**src/rtl/pin_synch.sv**
```systemverilog
// -----------------------------------------------------------------------------
// pin_synch
//
// Multi-channel conditioner for asynchronous input pins. Every channel runs
// through its own synchroniser chain, an optional glitch filter and a
// registered edge detector.
//
// Build option:
//   PIN_SYNCH_FILTER_EN  defined   -> per-channel persistence counters are
//                                     built. A new synchronised value must
//                                     persist for FILTER cycles before it
//                                     reaches pinOut.
//                        undefined -> no counters. pinOut registers the
//                                     synchroniser output on every
//                                     non-frozen cycle, and FILTER is unused.
//
// Parameters:
//   WIDTH   number of independent channels (>= 1)
//   STAGES  synchroniser flop depth (>= 2)
//   FILTER  persistence cycles needed to accept a new value (>= 1)
//   RST_VAL per-channel reset level for the chain flops and pinOut
//
// Ports:
//   clk      sole clock, rising edge
//   rst      synchronous active-high reset, has priority over frz
//   pinIn    raw asynchronous pin levels
//   frz      freeze: holds pinOut and the counters and forces the pulses low.
//            The sync chain keeps shifting. frz is already in the clk domain.
//   pinOut   filtered, synchronised levels
//   pinRise  one-cycle pulse in the first cycle pinOut[i] shows 1
//   pinFall  one-cycle pulse in the first cycle pinOut[i] shows 0
// -----------------------------------------------------------------------------
module pin_synch #(
  parameter int               WIDTH   = 3,
  parameter int               STAGES  = 2,
  parameter int               FILTER  = 4,
  parameter logic [WIDTH-1:0] RST_VAL = {WIDTH{1'b0}}
) (
  input  logic             clk,
  input  logic             rst,
  input  logic [WIDTH-1:0] pinIn,
  input  logic             frz,
  output logic [WIDTH-1:0] pinOut,
  output logic [WIDTH-1:0] pinRise,
  output logic [WIDTH-1:0] pinFall
);

  // Reject unusable parameter sets during elaboration.
  if (WIDTH < 1 || STAGES < 2 || FILTER < 1) begin : gBadParams
    $error("pin_synch: WIDTH>=1, STAGES>=2 and FILTER>=1 are required");
  end

  // Synchroniser chain. Stage 0 samples the pins, and the last stage is the
  // first value that can be trusted in the clk domain.
  logic [WIDTH-1:0] chainReg [STAGES];
  logic [WIDTH-1:0] sync;

  always_ff @(posedge clk) begin
    if (rst) begin
      for (int s = 0; s < STAGES; s++) begin
        chainReg[s] <= RST_VAL;
      end
    end else begin
      chainReg[0] <= pinIn;
      for (int s = 1; s < STAGES; s++) begin
        chainReg[s] <= chainReg[s-1];
      end
    end
  end

  assign sync = chainReg[STAGES-1];

  genvar gi;
  for (gi = 0; gi < WIDTH; gi++) begin : gCh
    logic outReg;
    logic riseReg;
    logic fallReg;

`ifdef PIN_SYNCH_FILTER_EN
    localparam int CW = $clog2(FILTER + 1);

    logic [CW-1:0] cntReg;
    logic          differ;
    logic          accept;

    // The counter value reaches FILTER on the same edge that a persistent
    // difference is accepted. That value is never stored: the counter clears
    // on that edge instead.
    assign differ = sync[gi] != outReg;
    assign accept = differ && (cntReg == CW'(FILTER - 1));

    always_ff @(posedge clk) begin
      if (rst) begin
        cntReg  <= '0;
        outReg  <= RST_VAL[gi];
        riseReg <= 1'b0;
        fallReg <= 1'b0;
      end else if (frz) begin
        riseReg <= 1'b0;
        fallReg <= 1'b0;
      end else begin
        riseReg <= accept & sync[gi];
        fallReg <= accept & ~sync[gi];
        if (accept) begin
          outReg <= sync[gi];
        end
        // Equality, or an accepted change, discards any partial count.
        if (!differ || accept) begin
          cntReg <= '0;
        end else begin
          cntReg <= cntReg + CW'(1);
        end
      end
    end
`else
    logic differ;

    assign differ = sync[gi] != outReg;

    always_ff @(posedge clk) begin
      if (rst) begin
        outReg  <= RST_VAL[gi];
        riseReg <= 1'b0;
        fallReg <= 1'b0;
      end else if (frz) begin
        riseReg <= 1'b0;
        fallReg <= 1'b0;
      end else begin
        outReg  <= sync[gi];
        riseReg <= differ & sync[gi];
        fallReg <= differ & ~sync[gi];
      end
    end
`endif

    assign pinOut[gi]  = outReg;
    assign pinRise[gi] = riseReg;
    assign pinFall[gi] = fallReg;
  end

endmodule

```
**config.mk**
```make
export PLATFORM = sky130hd
export DESIGN_NAME = pin_synch
export DESIGN_NICKNAME = d
export VERILOG_FILES = /design/src/rtl/pin_synch.sv
export SDC_FILE = /design/constraint.sdc
export NUM_CORES = 1
export LEC_CHECK = 0
export CAP_MARGIN = 40
export CORE_AREA = 2 2 46 48
export CTS_CLUSTER_DIAMETER = 80
export DETAILED_ROUTE_END_ITERATION = 12
export DIE_AREA = 0 0 48 50
export MAX_ROUTING_LAYER = met4
export PLACE_DENSITY = 0.55
export SETUP_SLACK_MARGIN = 0.05
export SLEW_MARGIN = 10
export SYNTH_ARGS = -nofsm -noshare
export SYNTH_HDL_FRONTEND = slang
export SYNTH_SLANG_ARGS = --single-unit
```
**constraint.sdc**
```tcl
create_clock -name clk -period 1.3 [get_ports clk]
set_clock_uncertainty 0.05 [all_clocks]
set_input_delay 0.26 -clock clk [delete_from_list [all_inputs] [get_ports clk]]
set_output_delay 0.26 -clock clk [all_outputs]
set_load 0.005 [all_outputs]
```
Figure 1. Selected gate families (run 1).
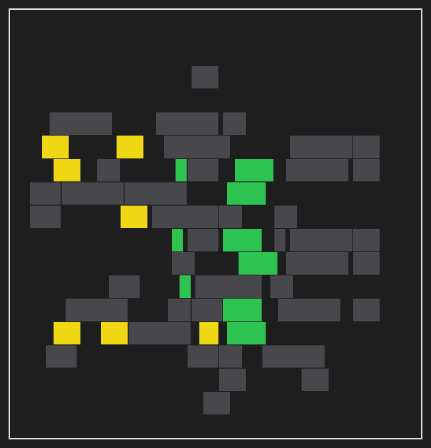
colour	family	cells	where
yellow	AND and OR gates	7	left middle
green	NOR gates	9	middle
Top cell excl fill/tap: dfxtp_1
logic share of the area: 24.8%
non-filler cells, final: 84

Figure 2. Register map, names as in the netlist (run 1).
Bar = 10 um.
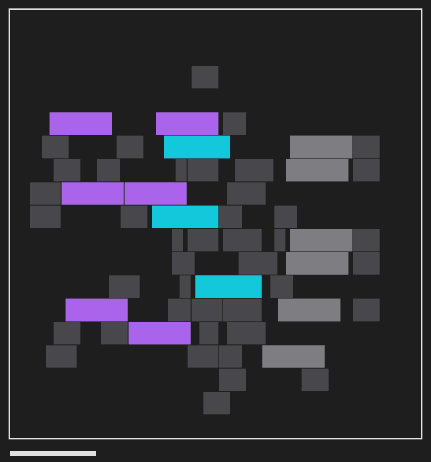
colour	name in the netlist	sequential cells
cyan	`gCh.outReg`	3
purple	`chainReg`	6
register area: 304 um2
Post-Route Utilization: 37.1%
sequential power: 0.478 mW

==> deck_impl_summary.md, run 1 <==
Flow Results at a Glance

Placed design
  • Port Buffer Count: 14
  • Dpl cell area: 664 um2

Floorplan
  • Die x size: 48 um
  • Tap cell count: 27
  • Total I/O pin count: 15

Synthesis
  • Most instantiated cells after synthesis: 15 x dfxtp_1, 9 x buf_4, 6 x and2b_2, 6 x nor3b_2
  • Top post-synthesis cells by area: dfxtp_1 53%, nor3b_2 13%, buf_4 12%

Critical path
  • Crit path largest cell delay: 0.33 ns
  • R2R cell count: 3
  • Crit path to: pinOut[2]
  • Critical Path Stages: 1
  • Data required, critical path: 0.99 ns

Finish
  • Layout cells sized above 1: 40.4%
  • Inserted Diodes: 0
  • Dominant kind of cell by area: flip-flops and latches
  • Sequential portion of the cell area: 43.1%
  • Non-clk buf share: 23.6%

Power and ir drop
  • Clock power share: 31.6%

STA
  • Final Cycle Share: 89.2%
  • Fin crit period: 1.16 ns
  • Fin. max-slew vios: 0
  • Max Clock Freq: 863 MHz

Drt
  • Max layer used: met4

Run status
  • Run status: completed
Figure 3. Metal layers overlaid (run 1).
Bar = 10 um. Only two layers are drawn.
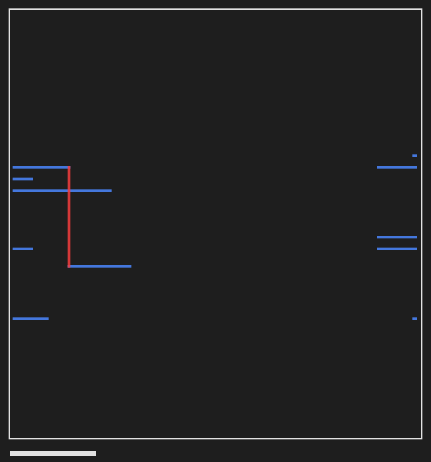
colour	layer	wire length
blue	metal 3	46.5 um
red	metal 4	11.6 um
GRT Overall Usage: 8.05%
via count: 300
WL final: 661 um
DR WL/cell: 7.87 um

Figure 4. Congestion heat map (run 1).
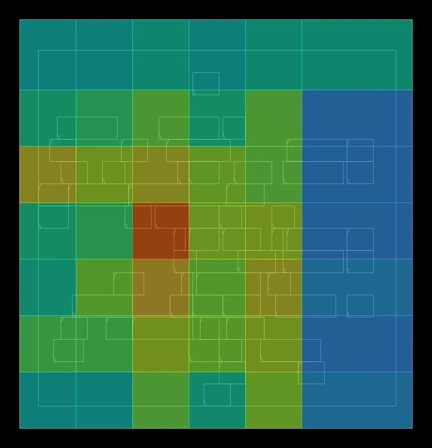
met1 GRT Util: 8.05%
GR Layer Usage met2: 10.7%
busiest grt layer: met2

==> run 1 -> run 2 <==
- ABC_CLOCK_PERIOD_IN_PS: not set -> 1300
Figure 5. Register map, names as in the netlist (run 2).
Bar = 10 um.
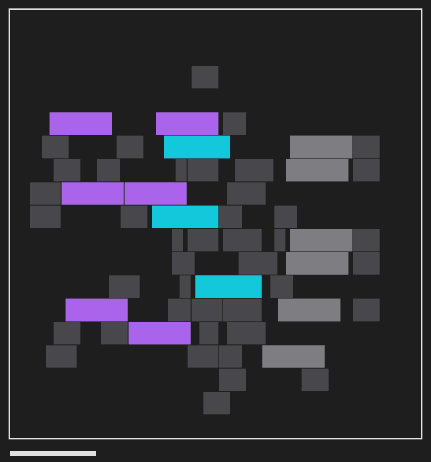
colour	name in the netlist	sequential cells
purple	`chainReg`	6
cyan	`gCh.outReg`	3
sequential portion of the cell area: 43.1%

==> run 2 against run 1 <==
Compared with the run above:
- area after synthesis is the same
- sequential share of layout area is the same
- sequential cell count unchanged
- synthesized cell count unchanged
- fmax is the same
- wire length unchanged
- die area unchanged
- power unchanged
- cell count stayed put
- register-to-register slack barely moved
- critical path depth unchanged
- critical endpoint unchanged
- largest cell class unchanged
==> deck_impl_summary.md, run 2 <==
Flow Results at a Glance

Critical path
  • Crit path to: pinOut[2]
  • Data required, critical path: 0.99 ns (about the same)
  • Crit path largest cell delay: 0.33 ns (about the same)
  • R2R cell count: 3 (unchanged)
  • CP max stage cell: dfxtp_2
  • Critical Path Stages: 1 (unchanged)

Synthesis
  • Top post-synthesis cells by area: dfxtp_1 53%, nor3b_2 13%, buf_4 12%
  • Synth Area in XOR/XNOR: 0%
  • Mean post-synth cell area: 12.6 um2
  • Most instantiated cells after synthesis: 15 x dfxtp_1, 9 x buf_4, 6 x and2b_2, 6 x nor3b_2
  • Synth Seq Share: 53.1%

Power and ir drop
  • Sequential power: 0.478 mW (about the same)
  • Register share of total power: 61.2%
  • Clock power share: 31.6% (about the same)
  • Switching share of power: 19.4%
  • Clk. pwr: 0.247 mW

Finish
  • Max reg flops: 6
  • Non-filler cells, final: 84 (unchanged)
  • Non-clk buf share: 23.6% (unchanged)
  • Top cell excl fill/tap: dfxtp_1
  • Post-Route Utilization: 37.1% (unchanged)
  • Logic share of the area: 24.8% (unchanged)
  • Register area: 304 um2 (unchanged)
  • Layout cells sized above 1: 40.4% (unchanged)
  • Tally of filler cells in the layout: 199
  • Dominant kind of cell by area: flip-flops and latches
  • Sequential cell count: 15

Floorplan
  • Tap cell count: 27 (unchanged)
  • Total I/O pin count: 15 (unchanged)
  • Die Y-Extent: 50 um
  • Die x size: 48 um (unchanged)

STA
  • Rel. slew slack: 80.3%
  • Fin. max-slew vios: 0 (unchanged)
  • Fin crit period: 1.16 ns (unchanged)
  • Final Cycle Share: 89.2% (unchanged)
  • Setup ws final: 0.141 ns

Run status
  • Run status: completed

GRT
  • Busiest grt layer: met2
  • GRT Overall Usage: 8.05% (unchanged)
  • Met1 GRT Util: 8.05% (unchanged)
  • GR Layer Usage met2: 10.7% (unchanged)

Drt
  • Via count: 300 (unchanged)
  • Max layer used: met4
  • WL final: 661 um (unchanged)
  • DR WL/cell: 7.87 um (unchanged)

Placed design
  • Dpl cell area: 664 um2 (unchanged)
  • Port Buffer Count: 14 (unchanged)
  • Post-Place Setup Slack: -0.0631 ns

Clock tree
  • Post-CTS Resized: 12
Power is estimated from default activity; no workload was simulated.
